[src/rtl/with_mux.sv]
// with_mux: registered 2-bit x 2-bit unsigned multiplier realised as a 2:1 mux tree.
//
// Operand A is {a,b} and operand B is {c,d}, with a and c as the MSBs.
// Each product bit comes from its own 8:1 mux. The select is {a,b,c} and the
// data inputs are drawn only from 0, 1, d and ~d. The four mux outputs are
// registered once, so there is one cycle of latency.
//
// Ports:
//   clk   rising-edge clock
//   rst   synchronous active-high reset; forces the product register to 0000
//   a, b  operand A (a = MSB)
//   c, d  operand B (c = MSB)
//   f0-f3 registered product bits (f3 = MSB)
module with_mux (
  input  logic clk,
  input  logic rst,
  input  logic a,
  input  logic b,
  input  logic c,
  input  logic d,
  output logic f0,
  output logic f1,
  output logic f2,
  output logic f3
);

  // Reusable 2:1 cell. Every larger mux is built only from this cell.
  function automatic logic mux2(input logic sel, input logic in0, input logic in1);
    return sel ? in1 : in0;
  endfunction

  // 4:1 mux built from three 2:1 cells. Bit k of 'in' is selected when sel == k.
  function automatic logic mux4(input logic [1:0] sel, input logic [3:0] in);
    return mux2(sel[1], mux2(sel[0], in[0], in[1]), mux2(sel[0], in[2], in[3]));
  endfunction

  // 8:1 mux built from two 4:1 muxes plus one 2:1 cell.
  function automatic logic mux8(input logic [2:0] sel, input logic [7:0] in);
    return mux2(sel[2], mux4(sel[1:0], in[3:0]), mux4(sel[1:0], in[7:4]));
  endfunction

  logic [2:0] sel;
  logic       nd;
  logic [7:0] data_f0, data_f1, data_f2, data_f3;
  logic [3:0] prod_d, prod_q;

  assign sel = {a, b, c};
  assign nd  = ~d;

  // Data vectors are written with the input for sel = 7 on the left and sel = 0 on the right.
  assign data_f0 = {d,    d,    1'b0, 1'b0, d,    d,    1'b0, 1'b0};
  assign data_f1 = {nd,   d,    d,    d,    1'b1, 1'b0, 1'b0, 1'b0};
  assign data_f2 = {nd,   1'b0, 1'b1, 1'b0, 1'b0, 1'b0, 1'b0, 1'b0};
  assign data_f3 = {d,    1'b0, 1'b0, 1'b0, 1'b0, 1'b0, 1'b0, 1'b0};

  always_comb begin
    prod_d    = '0;
    prod_d[0] = mux8(sel, data_f0);
    prod_d[1] = mux8(sel, data_f1);
    prod_d[2] = mux8(sel, data_f2);
    prod_d[3] = mux8(sel, data_f3);
  end

  // Reset takes priority over capture.
  always_ff @(posedge clk) begin
    if (rst) begin
      prod_q <= '0;
    end else begin
      prod_q <= prod_d;
    end
  end

  assign f0 = prod_q[0];
  assign f1 = prod_q[1];
  assign f2 = prod_q[2];
  assign f3 = prod_q[3];

endmodule

[config.mk]
export PLATFORM = sky130hd
export DESIGN_NAME = with_mux
export DESIGN_NICKNAME = d
export VERILOG_FILES = /design/src/rtl/with_mux.sv
export SDC_FILE = /design/constraint.sdc
export NUM_CORES = 1
export LEC_CHECK = 0
export CAP_MARGIN = 5
export CORE_AREA = 2 2 39 41
export DETAILED_ROUTE_END_ITERATION = 16
export DIE_AREA = 0 0 41 43
export MAX_ROUTING_LAYER = met4
export SETUP_SLACK_MARGIN = 0.5
export SYNTH_ARGS = -nofsm -noshare
export SYNTH_HDL_FRONTEND = slang
export SYNTH_SLANG_ARGS = --single-unit
[constraint.sdc]
create_clock -name clk -period 0.8 [get_ports clk]
set_input_delay 0.16 -clock clk [delete_from_list [all_inputs] [get_ports clk]]
set_output_delay 0.16 -clock clk [all_outputs]
set_load 0.02 [all_outputs]
Fig. 1: clock wires, drivers and flops
The bar under the picture is 10 um long.
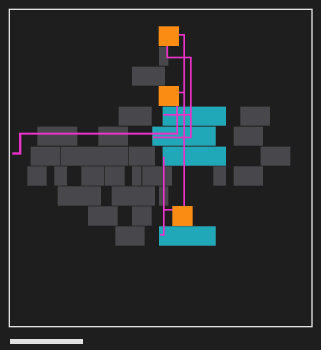
clock wires: marked magenta, length 99.9 um. flip-flops: marked cyan, count 4. clock drivers: marked orange, count 3.
There are 4 routed clock nets.

Fig. 2: a small window of the routed layout
The bar under the picture is 10 um long. Region (8, 18) to (33, 43) um. Cells in grey, sequential cells in the stronger grey; small squares are vias.
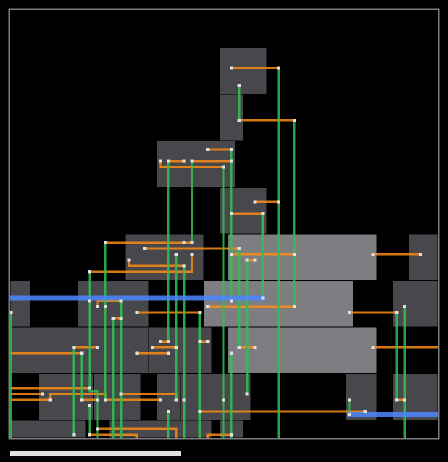
metal 3: marked blue. metal 1: marked orange. metal 2: marked green.
Most frequent: dfxtp_4 (3), clkbuf_4 (2), buf_6 (2). Netlist names of flops here include `prod_q` (3). Sequential cells in the window: 3. 18 logic cells have their middle in the window.

==> results.toml <==
# generated from flow reports
[power_and_ir_drop]
leakagePower_nw = 0.174
p_clk_share_pct = 45.3
fin_total_pwr_uw = 614
vdd_drop_max_mv = 0.289
p_seq_uw = 207
proportion_of_power_drawn_by_flip_flops_and_latches_pct = 33.8
pwr.group.combinational_uw = 128
p_per_area_nw_per_um2 = 1550
switching_share_pct = 24.6
net-switching-power_uw = 151
internal_power_uw = 463
dominant_power_group = "clock"

[final_layout]
non_clock_buffer_count = 12
filler_cell_count = 151
area_added_between_synthesis_and_finish_pct = 126
area.combinational_um2 = 123
finalCoreUtilization_pct = 28.7
seq_share_pct = 23.3
number_of_flip_flops_under_the_largest_register_name = 4
layout.non_clock_inverters = 2
numSequentialCells = 4
layout_top_cell = "sky130_fd_sc_hd__buf_6"
post_route_cells_drive_above_1_share_pct = 87.5
ff_latch_area_um2 = 92.6

[routing]
viasPerCell = 3.67
met1_length_um = 148
dr.pass1.iters = 1
met3WireLength_um = 75
met2_wirelength_um = 255
detailed_route_via_count = 176

[yosys]
synth-seq-area-share_pct = 45.7
synth-edff-count = 0
synth.ff_latch_count = 4
ys.flop_type = "sky130_fd_sc_hd__dfxtp_1"
post-synth-top-area-fraction_pct = 45.7
syn-instance-count = 16
netlist_logic_family_top = "simple AND/OR/NAND/NOR gates"
syn-mean-instance-area_um2 = 10.9
synth.top_cells.by_count = "sky130_fd_sc_hd__dfxtp_1 (4), sky130_fd_sc_hd__nor2_1 (2)"
synthDominantAreaCellType = "sky130_fd_sc_hd__dfxtp_1"
synth_warn = 0

[timing]
maxSlewHeadroom_pct = 84.9
grt_setup_unrepaired = "true"
finalSetupViolations = 4
final_critical_path_setup_slack_ns = -0.0514
max_slew.worst_pin.slew_ns = 0.225
tns_ns = -0.161
timing_hold_violations_final = 0

[clock_tree]
max-clock-path-buffers = 2
cts_resized = 53
cts.repair_timing.setup_buffer_count = 0
clock_root_cell = "sky130_fd_sc_hd__clkbuf_4"
cts.clk_slew.worst_paths_ns = 0.04

[global_routing]
grt_pass1_vias = 211
grt_first_pass_wirelength_um = 834
gr-usage-all-layers_pct = 8.12
busiest_layer_in_global_routing = "met2"
groute.layer.met2.usage_pct = 11.9

[worst_setup_path]
timing.critical_path.slowest_cell_delay_ns = 0.33
startpoint_type = "register"
timing.critical_path.from = "prod_q[2]"
path_buffers = 1
worst-endpoint-arrival_ns = 0.69
cp_num_cells = 1
cell_at_the_slowest_stage_of_the_critical_path = "sky130_fd_sc_hd__dfxtp_4"
worstPathCellList = "buf_6"
worstPathRequired_ns = 0.64
crit_fanout = 1

[min_path]
worstHoldEndpoint = "prod_q[1]"
timing.hold.worst.class = "input port to register"

[flow_run]
max-cap-violations = 0
warning_count = 32

[floorplan]
chip_area_um2 = 1760
core_density_at_floorplan_pct = 12.7
well_tap_count = 16
core_area_um2 = 1380
core.rowCount = 14
die-width_um = 41

[placed_design]
place.detailed.instances = 44
hpwlAfterDp_um = 342

[outcome]
failed_checks = "setup timing"
run_status = "complete, but fails checks"
Fig. 3: sizing map
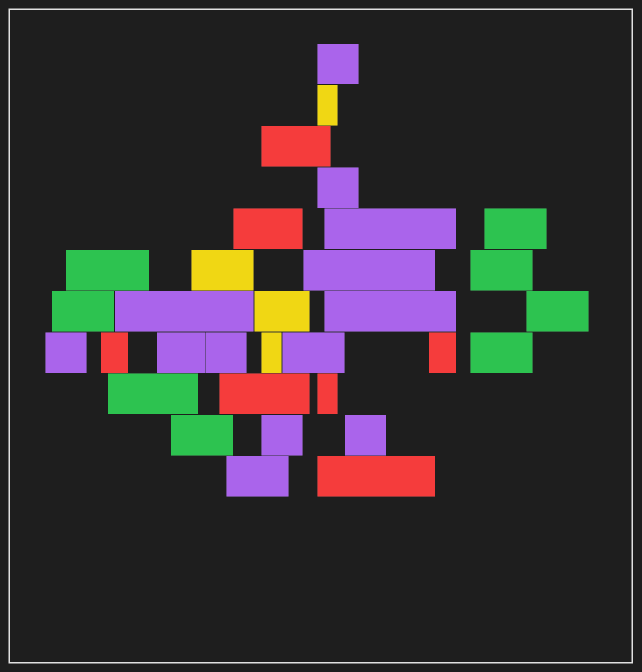
_2 cells: marked red, cells 7. _0 and _1 cells: marked yellow, cells 4. _3 and _4 cells: marked purple, cells 13. _6 and larger: marked green, cells 8.

Fig. 4: wire density map
The die is cut into 8 by 9 equal tiles; dark blue is low, red is high, scaled to the fullest tile. Values are wire area over tile area, all layers added.
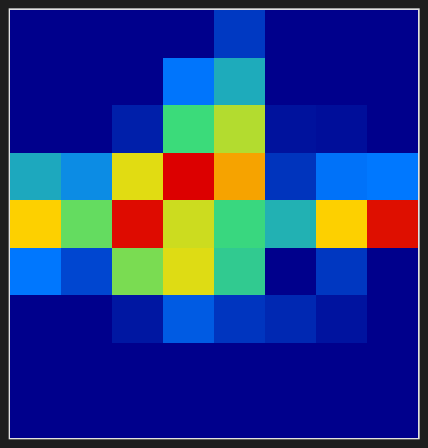
51% of the tiles are nearly empty. The densest ninth of the die: centre. The fullest tile reaches 0.24. 17% of the tiles are over half the peak. The mean over all tiles is 0.047.

